### config.mk
export PLATFORM = sky130hd
export DESIGN_NAME = multicycle_datapath
export DESIGN_NICKNAME = d
export VERILOG_FILES = /design/src/rtl/multicycle_datapath.sv
export SDC_FILE = /design/constraint.sdc
export NUM_CORES = 1
export LEC_CHECK = 0
export ABC_AREA = 1
export CORE_UTILIZATION = 54
export CTS_BUF_LIST = sky130_fd_sc_hd__clkbuf_16
export DETAILED_ROUTE_END_ITERATION = 6
export HOLD_SLACK_MARGIN = 0.12
export PLACE_DENSITY = 0.78
export SKIP_CTS_REPAIR_TIMING = 1
export SLEW_MARGIN = 15
export SYNTH_ARGS = -nofsm -noshare
export SYNTH_HDL_FRONTEND = slang
export SYNTH_SLANG_ARGS = --single-unit
### constraint.sdc
create_clock -name clock -period 1.99 [get_ports clock]
set_clock_uncertainty 0.05 [all_clocks]
set_input_delay 0.398 -clock clock [delete_from_list [all_inputs] [get_ports clock]]
set_output_delay 0.398 -clock clock [all_outputs]
set_load 0.05 [all_outputs]
### src/rtl/multicycle_datapath.sv
// Datapath slaved to the multicycle controller: load / transfer / add-or-subtract on two operands,
// with a registered result, a one-cycle valid strobe and a sticky protocol-error flag.
module multicycle_datapath #(
    parameter int WIDTH = 8
) (
    input  logic             clock,
    input  logic             reset,
    input  logic             e,
    input  logic             s0,
    input  logic             s1,
    input  logic             s2,
    input  logic             done,
    input  logic [WIDTH-1:0] a_in,
    input  logic [WIDTH-1:0] b_in,
    input  logic             err_clr,
    output logic [WIDTH-1:0] result,
    output logic             result_valid,
    output logic             carry,
    output logic             proto_err
);

    logic [WIDTH-1:0] opa_q, opb_q, acc_q;
    logic             loaded;

    logic [WIDTH-1:0] acc_next;
    logic             cy;
    logic             do_load, do_exec, bad_step, viol, complete;

    // Carry is the unsigned carry-out for add and the unsigned borrow for subtract.
    function automatic logic [WIDTH:0] add_sub(input logic [WIDTH-1:0] x,
                                               input logic [WIDTH-1:0] y,
                                               input logic sub);
        if (sub)
            return {(x < y), x - y};
        else
            return {1'b0, x} + {1'b0, y};
    endfunction

    // Decode is nested so don't-care selects (possibly X) never reach state when e or s0 gates them off.
    always_comb begin
        acc_next = acc_q;
        cy       = 1'b0;
        do_load  = 1'b0;
        do_exec  = 1'b0;
        bad_step = 1'b0;
        if (e) begin
            if (!s0) begin
                do_load  = 1'b1;
                acc_next = '0;
            end else if ((s1 && s2) || !loaded) begin
                bad_step = 1'b1;
            end else begin
                do_exec = 1'b1;
                if (s1 || s2)
                    {cy, acc_next} = add_sub(acc_q, opb_q, s2);
                else
                    acc_next = opa_q;
            end
        end
    end

    always_comb begin
        viol     = e ? bad_step : done;
        complete = e && done && !bad_step;
    end

    always_ff @(posedge clock or negedge reset) begin
        if (!reset) begin
            opa_q        <= '0;
            opb_q        <= '0;
            acc_q        <= '0;
            result       <= '0;
            result_valid <= 1'b0;
            carry        <= 1'b0;
            proto_err    <= 1'b0;
            loaded       <= 1'b0;
        end else begin
            result_valid <= complete;
            if (do_load) begin
                opa_q <= a_in;
                opb_q <= b_in;
            end
            if (do_load || do_exec)
                acc_q <= acc_next;
            if (complete) begin
                result <= acc_next;
                carry  <= cy;
            end
            // A final step always ends the operation, even an illegal one.
            if (e && done)
                loaded <= 1'b0;
            else if (do_load)
                loaded <= 1'b1;
            if (viol)
                proto_err <= 1'b1;
            else if (err_clr)
                proto_err <= 1'b0;
        end
    end

endmodule

Figure 1. Nets reached from selected ports (run 1).
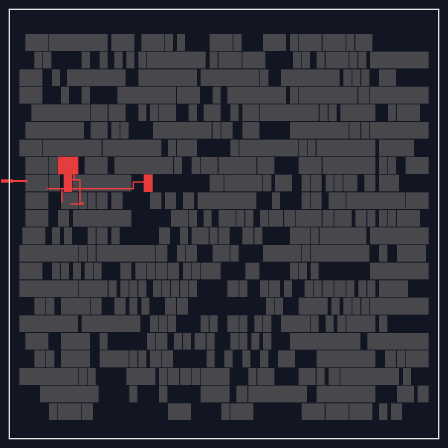
| color | port | bits | direction | end cells | buffers | wire |
|---|---|---|---|---|---|---|
| red | e | 1 | input | 3 | 2 | 30.9 um |
top-level port count: 35
IO Port Bufs: 34

Figure 2. Cell placement (run 1).
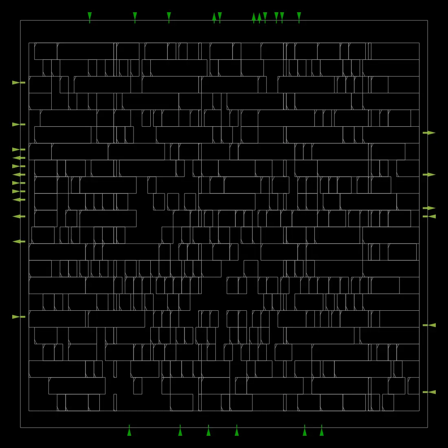
Rows: 22
fillers: 291
final core occ: 0.751

Figure 3. M2 wires (run 1).
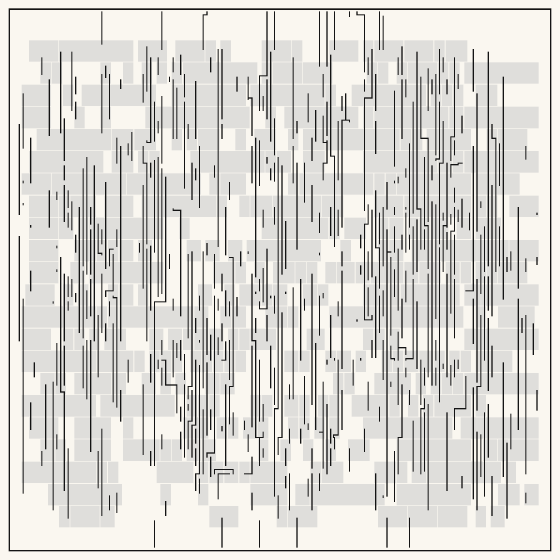
nets with wire on the layer: 296
wire length on this layer: 2600 um
main direction: vertical
share of all routed wire: 48%
routed vias: 1995
final WL: 5400 um
met2 Use GR: 0.459

==> results.toml, run 1 <==
# flow metrics
[global_route]
grt_max_degree = 37
grt_pass1_vias = 1944
grt_pass1_wl_um = 8690
antenna_found_initial = 0
globalRoute.totalOverflow = 0
track_usage = 0.269

[clock_network]
cts_root_buf = "clkbuf_16"
cts_tree = "built"
clkLatencyLatePin_ns = 0.27
clockBufferDepth = 2
numCtsBuffers = 5
cts-htree-levels = 2
cts.clk_slew.worst_paths_ns = 0.05
cts_sinks = 36

[job]
maxCapViolCount = 0
warnings = 34

[power_and_ir_drop]
peakVddDrop_uv = 567
switching_share = 0.317
power_mw = 2.46
p_switching_mw = 0.779
combPwrFrac = 0.293
p_int_mw = 1.68
pwr_density_cell_nw_per_um2 = 861
clockPowerShare = 0.349
power_frac_seq = 0.358
p_leak_nw = 1.48

[setup_path]
slowest_delay_ns = 0.81
worstSetupPathType = "reg -> out"
critPathMaxFanout = 2
arrival_ns = 1.45
crit_chain = "clkdlybuf4s50_1"
crit_family = "buffers and inverters"
startpoint = "result[7]"
required_ns = 1.54
reg2reg_from = "opb_q[0]"
crit_buf_inv = 1
cp-start-kind = "flop"
cp-end-kind = "primary output"
cp_slowest_cell = "clkdlybuf4s50_1"

[synthesis]
yosysWarningCount = 0
synthSimpleGateAreaFrac = 0.284
synth_area_um2 = 2230
netlist_instances = 289
ys_cells = 289
syn_nets = 331
ys_types = 28
synth_top_area_share = 0.404
aoi_share = 0.124
top_logic_kind = "simple AND/OR/NAND/NOR gates"
yosys_area_um2 = 2230
syn_avg_cell_area_um2 = 7.71
synth_area_leader_cell = "dfrtp_1"
postSynthSeqShare = 0.404
yosys.area_share.xor_xnor = 0
numSynthFlops = 36
area_leaders = "dfrtp_1 (40%), nand2_1 (19%), ha_1 (9.0%)"
muxShareOfSynthArea = 0
adder_share = 0.108

[timing]
slew_headroom = 0.664
hold_viol = 0
slew_viol_final = 0
finalSetupViolations = 0
setup_slack_ns = 0.0881
max_clock_freq_mhz = 526
tightest_slew_ns = 0.502
hold-worst-slack_ns = 0.100
period_used_share = 0.956
finalSetupTns_ns = 0
period_needed_ns = 1.90

[cells_and_area]
fin_nets = 377
layout-drive-gt1-share = 0.125
n_antenna_cell = 0
logic_area_um2 = 1170
most-common-layout-cells = "nand2_1 (110), dfrtp_1 (35), clkdlybuf4s50_1 (33)"
final_cell_count_no_fill = 384
mostFrequentLayoutCell = "nand2_1"
syn2layout_area_growth_pct = 28.1
flop_area_um2 = 902
final_area_um2 = 2850

[place]
place_area_um2 = 2670
post-dp-hpwl_um = 3990
dp_cells = 376
place_congestion = 0.893
preCtsSetupSlack_ns = 0.0160

[floorplanning]
core_um2 = 3800
die_y_um = 66.2
die_w_um = 66.2
fp-utilization = 0.586
dieArea_um2 = 4390

[drt]
vias_per_cell = 5.20
drtAntennaViolNets = 0
detail_route.drc_violations = 0
firstDrtPassIters = 4
post_drt_wl_per_cell_um = 14.1
drt_iter0_markers = 91

[run_status]
outcome = "finished clean"

[hold_path]
hold_class = "in -> async"
-- run 1: flip-flops by register name, indices dropped and copies added, names as in the netlist --
signal / cells
loaded: 1
proto_err: 1
result: 8
acc_q: 8
carry: 1
opa_q: 8
opb_q: 8
result_valid: 1
-- run 1: final timing paths --
path,to,slack (ns),depth (start not counted)
worst max-delay path,result[7],0.09,1
worst min-delay path,opb_q[4],0.10,2
worst max register to register,result[4],0.11,10
worst min register to register,opa_q[4],0.43,2
max in group asynchronous,opb_q[1],1.45,2
min in group clock,opa_q[4],0.43,2
-- run 1: power by group through the flow --
stage / logic (mW) / registers, mW / clock network [mW]
2_1_floorplan: 0.432 / 0.920 / 0
5_1_grt: 0.799 / 0.889 / 0.909
3_3_place_gp: 0.680 / 0.888 / 0
6_report: 0.719 / 0.881 / 0.858
4_1_cts: 0.696 / 0.877 / 0.871
3_5_place_dp: 0.687 / 0.888 / 0
-- run 1: cell type report --
cell class | count | area share
inverter | 33 | 0.0452
timing repair buffer | 46 | 0.149
sequential | 36 | 0.316
tap | 48 | 0.0210
multi-input combinational | 213 | 0.411
clock buffer | 5 | 0.0438
clock inverter | 3 | 0.0136
-- run 1: cell usage after synthesis --
cell type	number
a21oi_1	8
a21oi_4	1
buf_2	5
buf_6	2
dfrtp_1	36
fa_1	2
ha_1	16
inv_1	28
inv_2	4
inv_6	1
nand2_1	110
nand2_2	1
nand3_1	19
nor2_1	14
nor2_2	1
nor2_4	1
nor3_1	2
nor3_2	1
nor3_4	1
o211ai_1	4
o21a_1	6
o21ai_0	15
o21ai_1	4
o21ai_2	3
o21ai_4	1
o21bai_1	1
or2_1	1
or2_2	1
-- run 1: layer usage --
metal / GRT usage / wire length (um)
met1: 0.342 / 2490
met2: 0.459 / 2600
met3: 0.0552 / 225
met4: 0.0771 / 80
met5: 0 / 0
Figure 4. Metal 3 (run 1).
The bar under the picture is 20 um long.
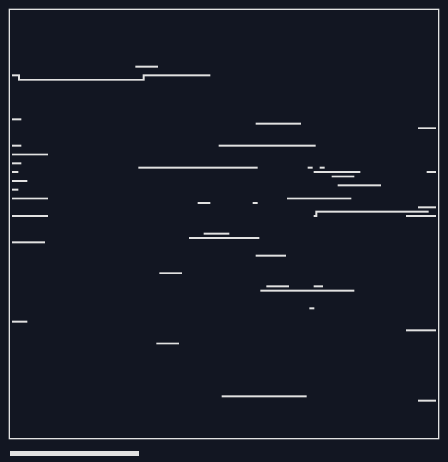

==> run 2, diff against run 1 <==
--- a/config.mk
+++ b/config.mk
@@ -6,13 +6,13 @@
 export NUM_CORES = 1
 export LEC_CHECK = 0
 export ABC_AREA = 1
-export CORE_UTILIZATION = 54
+export CORE_UTILIZATION = 45
 export CTS_BUF_LIST = sky130_fd_sc_hd__clkbuf_16
 export DETAILED_ROUTE_END_ITERATION = 6
 export HOLD_SLACK_MARGIN = 0.12
-export PLACE_DENSITY = 0.78
-export SKIP_CTS_REPAIR_TIMING = 1
+export PLACE_DENSITY = 0.67
 export SLEW_MARGIN = 15
 export SYNTH_ARGS = -nofsm -noshare
 export SYNTH_HDL_FRONTEND = slang
 export SYNTH_SLANG_ARGS = --single-unit
+export TNS_END_PERCENT = 10
Figure 5. Metal 3 (run 2).
The bar under the picture is 20 um long.
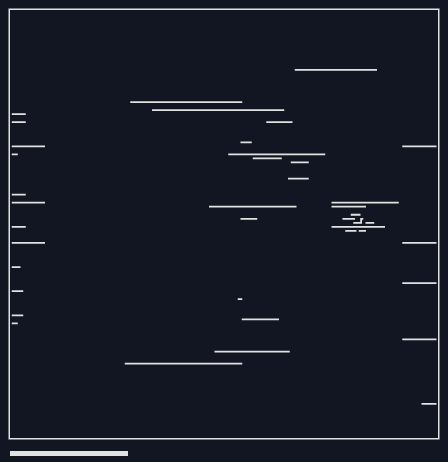
nets with wire on the layer: 35
longest straight run: 22.1 um
main direction: horizontal
wire length on this layer: 230 um
share of all routed wire: 4.5%
routed vias: 1952
met3 usage: 0.0472
final WL: 5130 um

Figure 6. M2 wires (run 2).
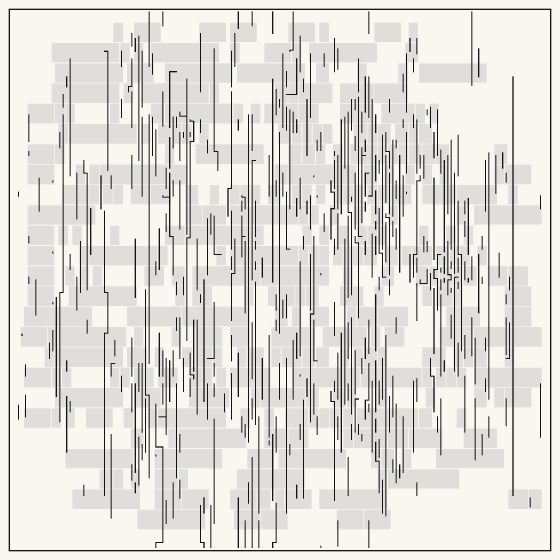
wire length on this layer: 2390 um
share of all routed wire: 47%
nets with wire on the layer: 285
main direction: vertical
met2 Use GR: 0.367

==> run 2 against run 1 <==
Effect of this change: clock power shrank 9.9%; fmax shrank 0.89%; critical path depth is the same; synthesized area is the same; core utilization shrank 15 points; synthesized cell count is the same; total power shrank 3.1%; global-route usage shrank 4.5 points; clock-buffer cell count is the same; die area grew 19%; worst setup slack lost 0.017 ns; first-iteration DRC count grew 53%; largest cell class unchanged; largest power group unchanged.
==> results.toml, run 2 <==
# flow metrics
[job]
maxCapViolCount = 0
warnings = 34

[power_and_ir_drop]
combPwrFrac = 0.308
power_frac_seq = 0.367
p_leak_nw = 1.47
peakVddDrop_uv = 448
power_mw = 2.38
p_int_mw = 1.57

[place]
preCtsSetupSlack_ns = -0.0337
place_area_um2 = 2690
post-dp-hpwl_um = 3810
io_buffers = 34

[drt]
firstDrtPassIters = 4
drtAntennaViolNets = 0
detail_route.drc_violations = 0

[timing]
max_clock_freq_mhz = 521
finalSetupTns_ns = 0
slew_headroom = 0.661
period_used_share = 0.964
period_needed_ns = 1.92
slew_viol_final = 0
hold-worst-slack_ns = 0.0901
hold_viol = 0
tightest_slew_ns = 0.507

[synthesis]
muxShareOfSynthArea = 0
syn_avg_cell_area_um2 = 7.71
netlist_instances = 289
postSynth.asyncResetShare = 1.00
synth.most_common_cell = "nand2_1"
top_logic_kind = "simple AND/OR/NAND/NOR gates"
yosysWarningCount = 0
numSynthFlops = 36
synth_top_area_share = 0.404
postSynthSeqShare = 0.404
ys.flop_type = "dfrtp_1"
ys_cells = 289
adder_share = 0.108

[setup_path]
required_ns = 1.54
cp-start-kind = "flop"
critPathMaxFanout = 2
crit_family = "buffers and inverters"
crit_buf_inv = 1
crit_chain = "clkdlybuf4s50_1"
reg2reg_from = "opb_q[0]"

[cells_and_area]
utilization = 0.605
logic_area_um2 = 1190
nFillCells = 462
flop_area_um2 = 902
syn2layout_area_growth_pct = 29.2
fin_nets = 376
mostFrequentLayoutCell = "nand2_1"
final_cell_count_no_fill = 402
final_area_um2 = 2880
most-common-layout-cells = "nand2_1 (109), dfrtp_1 (35), clkdlybuf4s50_1 (33)"

[floorplanning]
fp-utilization = 0.468
die_w_um = 72.4
dieArea_um2 = 5230
row_count = 25
die_y_um = 72.4
core_um2 = 4750

[clock_network]
cts_sinks = 36
numCtsBuffers = 5
cts_tree = "built"
cts.clk_slew.worst_paths_ns = 0.06
cts_root_buf = "clkbuf_16"

[run_status]
outcome = "finished clean"

[global_route]
track_usage = 0.224
grt_pass1_vias = 1957
antenna_found_initial = 0

[hold_path]
hold_class = "in -> async"
run 2: cell counts after synthesis:
No cell type changed its count.
run 2: worst paths after layout:
check                            endpoint  depth (start not counted)  slack [ns]
worst max register to register   acc_q[4]                         10        0.10
worst min-delay path             opb_q[4]                          2        0.09
max in group asynchronous        opb_q[1]                          2        1.43
worst min register to register   opa_q[1]                          2        0.42
min in group clock               opa_q[1]                          2        0.42
worst max-delay path            result[4]                          1        0.07
run 2: layout make-up:
class / count / share of cell area
sequential: 36 / 0.314
inverter: 33 / 0.0448
clock inverter: 3 / 0.00696
timing repair buffer: 45 / 0.150
clock buffer: 5 / 0.0435
tap: 67 / 0.0291
multi-input combinational: 213 / 0.412
run 2: timing repair:
action,4_1_cts,5_1_grt
endpoints found under the setup margin,1,11
gates resized,1,11
hold buffers,0,0
buffers inserted,0,0
run 2: routing by layer:
metal | wire length (um) | part of all wire | GRT usage | vias up
met1 | 2440 | 0.48 | 0.296 | 880
met4 | 70 | 0.014 | 0.0763 | 0
li1 | - | - | - | 1007
met3 | 230 | 0.045 | 0.0472 | 9
met5 | 0 | 0 | 0 | -
met2 | 2390 | 0.47 | 0.367 | 56
run 2: logic make-up after synthesis:
group                    Yosys count
AND/OR/NAND/NOR                  152
AND-OR/OR-AND                     43
buffers and inverters             40
flip-flops                        36
adder cells (fa/ha/maj)           18
run 2: power by group through the flow:
stage                     clock, mW  sequential [mW]  combinational, mW
after detailed placement          0            0.883              0.697
final                         0.773            0.874              0.734
after global routing          0.826            0.883              0.829
after floorplan                   0            0.920              0.432
after global placement            0            0.883              0.694
after CTS                     0.789            0.871              0.710
Figure 7. Cell placement (run 2).
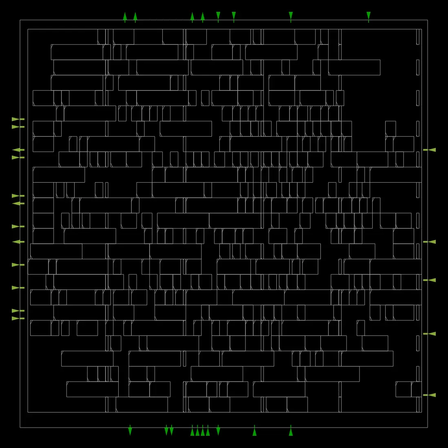

==> run 3, diff against run 2 <==
--- a/config.mk
+++ b/config.mk
@@ -6,6 +6,7 @@
 export NUM_CORES = 1
 export LEC_CHECK = 0
 export ABC_AREA = 1
+export CORE_MARGIN = 4
 export CORE_UTILIZATION = 45
 export CTS_BUF_LIST = sky130_fd_sc_hd__clkbuf_16
 export DETAILED_ROUTE_END_ITERATION = 6
Figure 8. Cell placement (run 3).
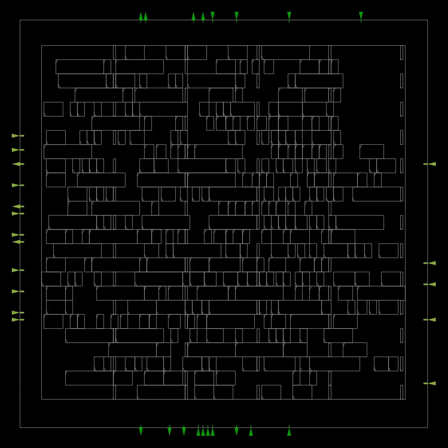
fillers: 453
tap cells: 67

Figure 9. Metal 3 (run 3).
The bar under the picture is 20 um long.
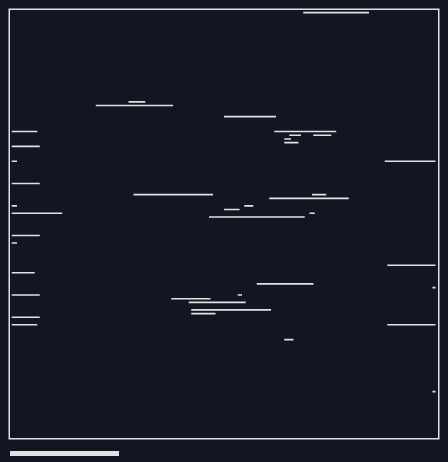
longest straight run: 17.2 um
wire length on this layer: 231 um
nets with wire on the layer: 35
main direction: horizontal
share of all routed wire: 4.5%
routed vias: 1932
final WL: 5140 um
met3 usage: 0.0264

==> run 3 against run 2 <==
Effect of this change: die area up 17%; synthesized cell count unchanged; highest routed layer unchanged; critical endpoint is now result[6]; worst hold slack better by 0.0091 ns; fmax down 0.39%; via count down 1.0%; non-clock buffer count shrank 1.
==> results.toml, run 3 <==
# flow metrics
[run_status]
outcome = "finished clean"

[place]
post-dp-hpwl_um = 3790
preCtsSetupSlack_ns = -0.0253
io_buffers = 34

[synthesis]
muxShareOfSynthArea = 0
adder_share = 0.108
yosys.area_share.xor_xnor = 0
top_logic_kind = "simple AND/OR/NAND/NOR gates"
ys.flop_type = "dfrtp_1"
ys_cells = 289
syn_avg_cell_area_um2 = 7.71
postSynthSeqShare = 0.404
synth_area_um2 = 2230
yosysWarningCount = 0
netlist_instances = 289
postSynth.asyncResetShare = 1.00
synth.most_common_cell = "nand2_1"
synth_top_area_share = 0.404
numSynthFlops = 36

[timing]
slew_viol_final = 0
tightest_slew_ns = 0.502
period_used_share = 0.968
hold_viol = 0
period_needed_ns = 1.93
max_clock_freq_mhz = 519
finalSetupTns_ns = 0
slew_headroom = 0.665

[drt]
detail_route.drc_violations = 0
drt_iter0_markers = 161
firstDrtPassIters = 4
drtAntennaViolNets = 0

[setup_path]
crit_chain = "ha_2 -> fa_1 -> nand2_1 -> nand2_1 -> nand3_2 -> nand3_2 -> nand3_1 -> nand3_1 -> nand3_1 -> nand2_1"
required_ns = 2.09
critPathMaxFanout = 3
cp-start-kind = "flop"
crit_buf_inv = 0
worstSetupEndpoint = "result[6]"
r2r-end = "result[6]"
ff2ff_path_depth = 10
rrSetupSlack_ns = 0.06
crit_cells = 10
crit_family = "simple AND/OR/NAND/NOR gates"

[global_route]
track_usage = 0.184
antenna_found_initial = 0
grt_pass1_vias = 1866

[hold_path]
hold_class = "in -> async"

[clock_network]
cts_sinks = 36
cts_tree = "built"
cts_hold_buf = 0
cts.clk_slew.worst_paths_ns = 0.05
numCtsBuffers = 5

[cells_and_area]
syn2layout_area_growth_pct = 27.7
final_cell_count_no_fill = 400
mostFrequentLayoutCell = "nand2_1"
fin_nets = 375
flop_area_um2 = 902
most-common-layout-cells = "nand2_1 (110), dfrtp_1 (35), clkdlybuf4s50_1 (33)"
utilization = 0.598
logic_area_um2 = 1170

[power_and_ir_drop]
p_leak_nw = 1.46
power_frac_seq = 0.377
combPwrFrac = 0.309
peakVddDrop_uv = 458
p_int_mw = 1.54
power_mw = 2.32

[floorplanning]
die_y_um = 78.4
fp-utilization = 0.468
core_um2 = 4750
dieArea_um2 = 6140
row_count = 25
die_w_um = 78.4

[job]
maxCapViolCount = 0
warnings = 34
[run 3: through the flow]
step	hold WS (ns)	cell area, um^2
after floorplan	0.0524	2230
after global placement	0.408	2680
after detailed placement	0.416	2680
after CTS	0.128	2810
after global routing	0.160	2840
final	0.0992	2840
[run 3: final cells by class]
| type | count | share of cell area |
|---|---|---|
| well taps | 67 | 0.0295 |
| clock buffers | 5 | 0.0440 |
| clock inverters | 2 | 0.00264 |
| multi-input cells | 213 | 0.413 |
| repair buffers | 44 | 0.149 |
| inverters | 33 | 0.0453 |
| flip-flops and latches | 36 | 0.317 |
[run 3: per-layer routing]
layer | vias to the layer above | part of all wire | wire [um] | global-route usage
met4 | 0 | 0.013 | 67 | 0.0524
li1 | 1004 | - | - | -
met1 | 862 | 0.49 | 2500 | 0.262
met2 | 60 | 0.46 | 2340 | 0.294
met3 | 6 | 0.045 | 230 | 0.0264
met5 | - | 0 | 0 | 0
[run 3: what timing repair did]
action | in CTS | in global routing
resized | 0 | 9
setup endpoints to repair | 0 | 7
setup buffers | 0 | 1
[run 3: cell families (layout without fill, tap and decap cells)]
kind of cell	count (synthesis)	count (layout)
adder cells (fa/ha/maj)	18	18
flip-flops	36	36
buffers and inverters	40	84
AND/OR/NAND/NOR	152	152
AND-OR/OR-AND	43	43
[run 3: power groups by stage]
stage          clock (mW)  sequential (mW)  combinational, mW
3_5_place_dp            0            0.884              0.688
2_1_floorplan           0            0.920              0.432
6_report            0.728            0.873              0.717
4_1_cts             0.747            0.872              0.695
5_1_grt             0.781            0.884              0.813
3_3_place_gp            0            0.882              0.689

## Gallery

Cell classes on the final placement.
Fill, decap, tap and diode cells in gray.
(a)
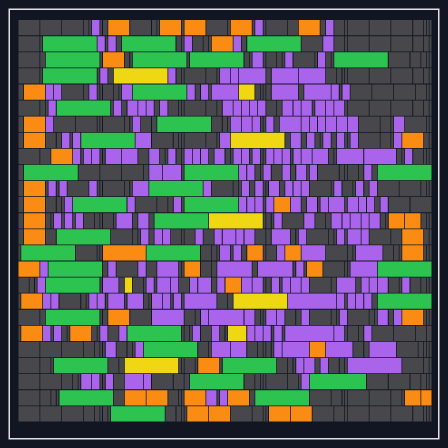
(b)
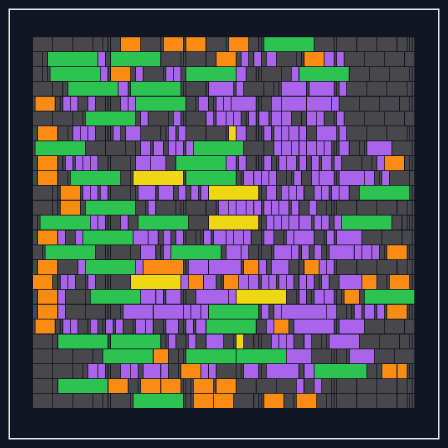
(c)
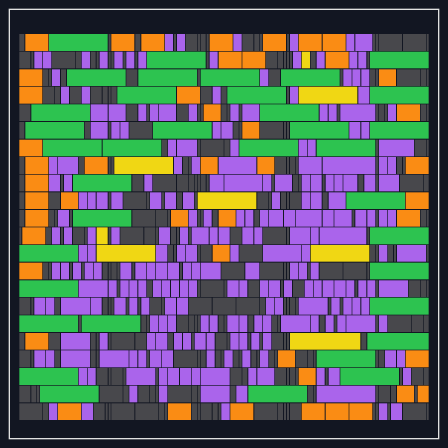
(b) comes from run 3.
(c) comes from run 1.
(a) comes from run 2.
Of these, highest utilization: (c)

Key to (c):
| color | class | cells |
|---|---|---|
| yellow | clock drivers and dummy loads | 8 |
| purple | combinational and other logic | 246 |
| green | sequential cells | 36 |
| orange | remaining buffers and delay cells | 46 |

Power and IR drop assume default switching activity.
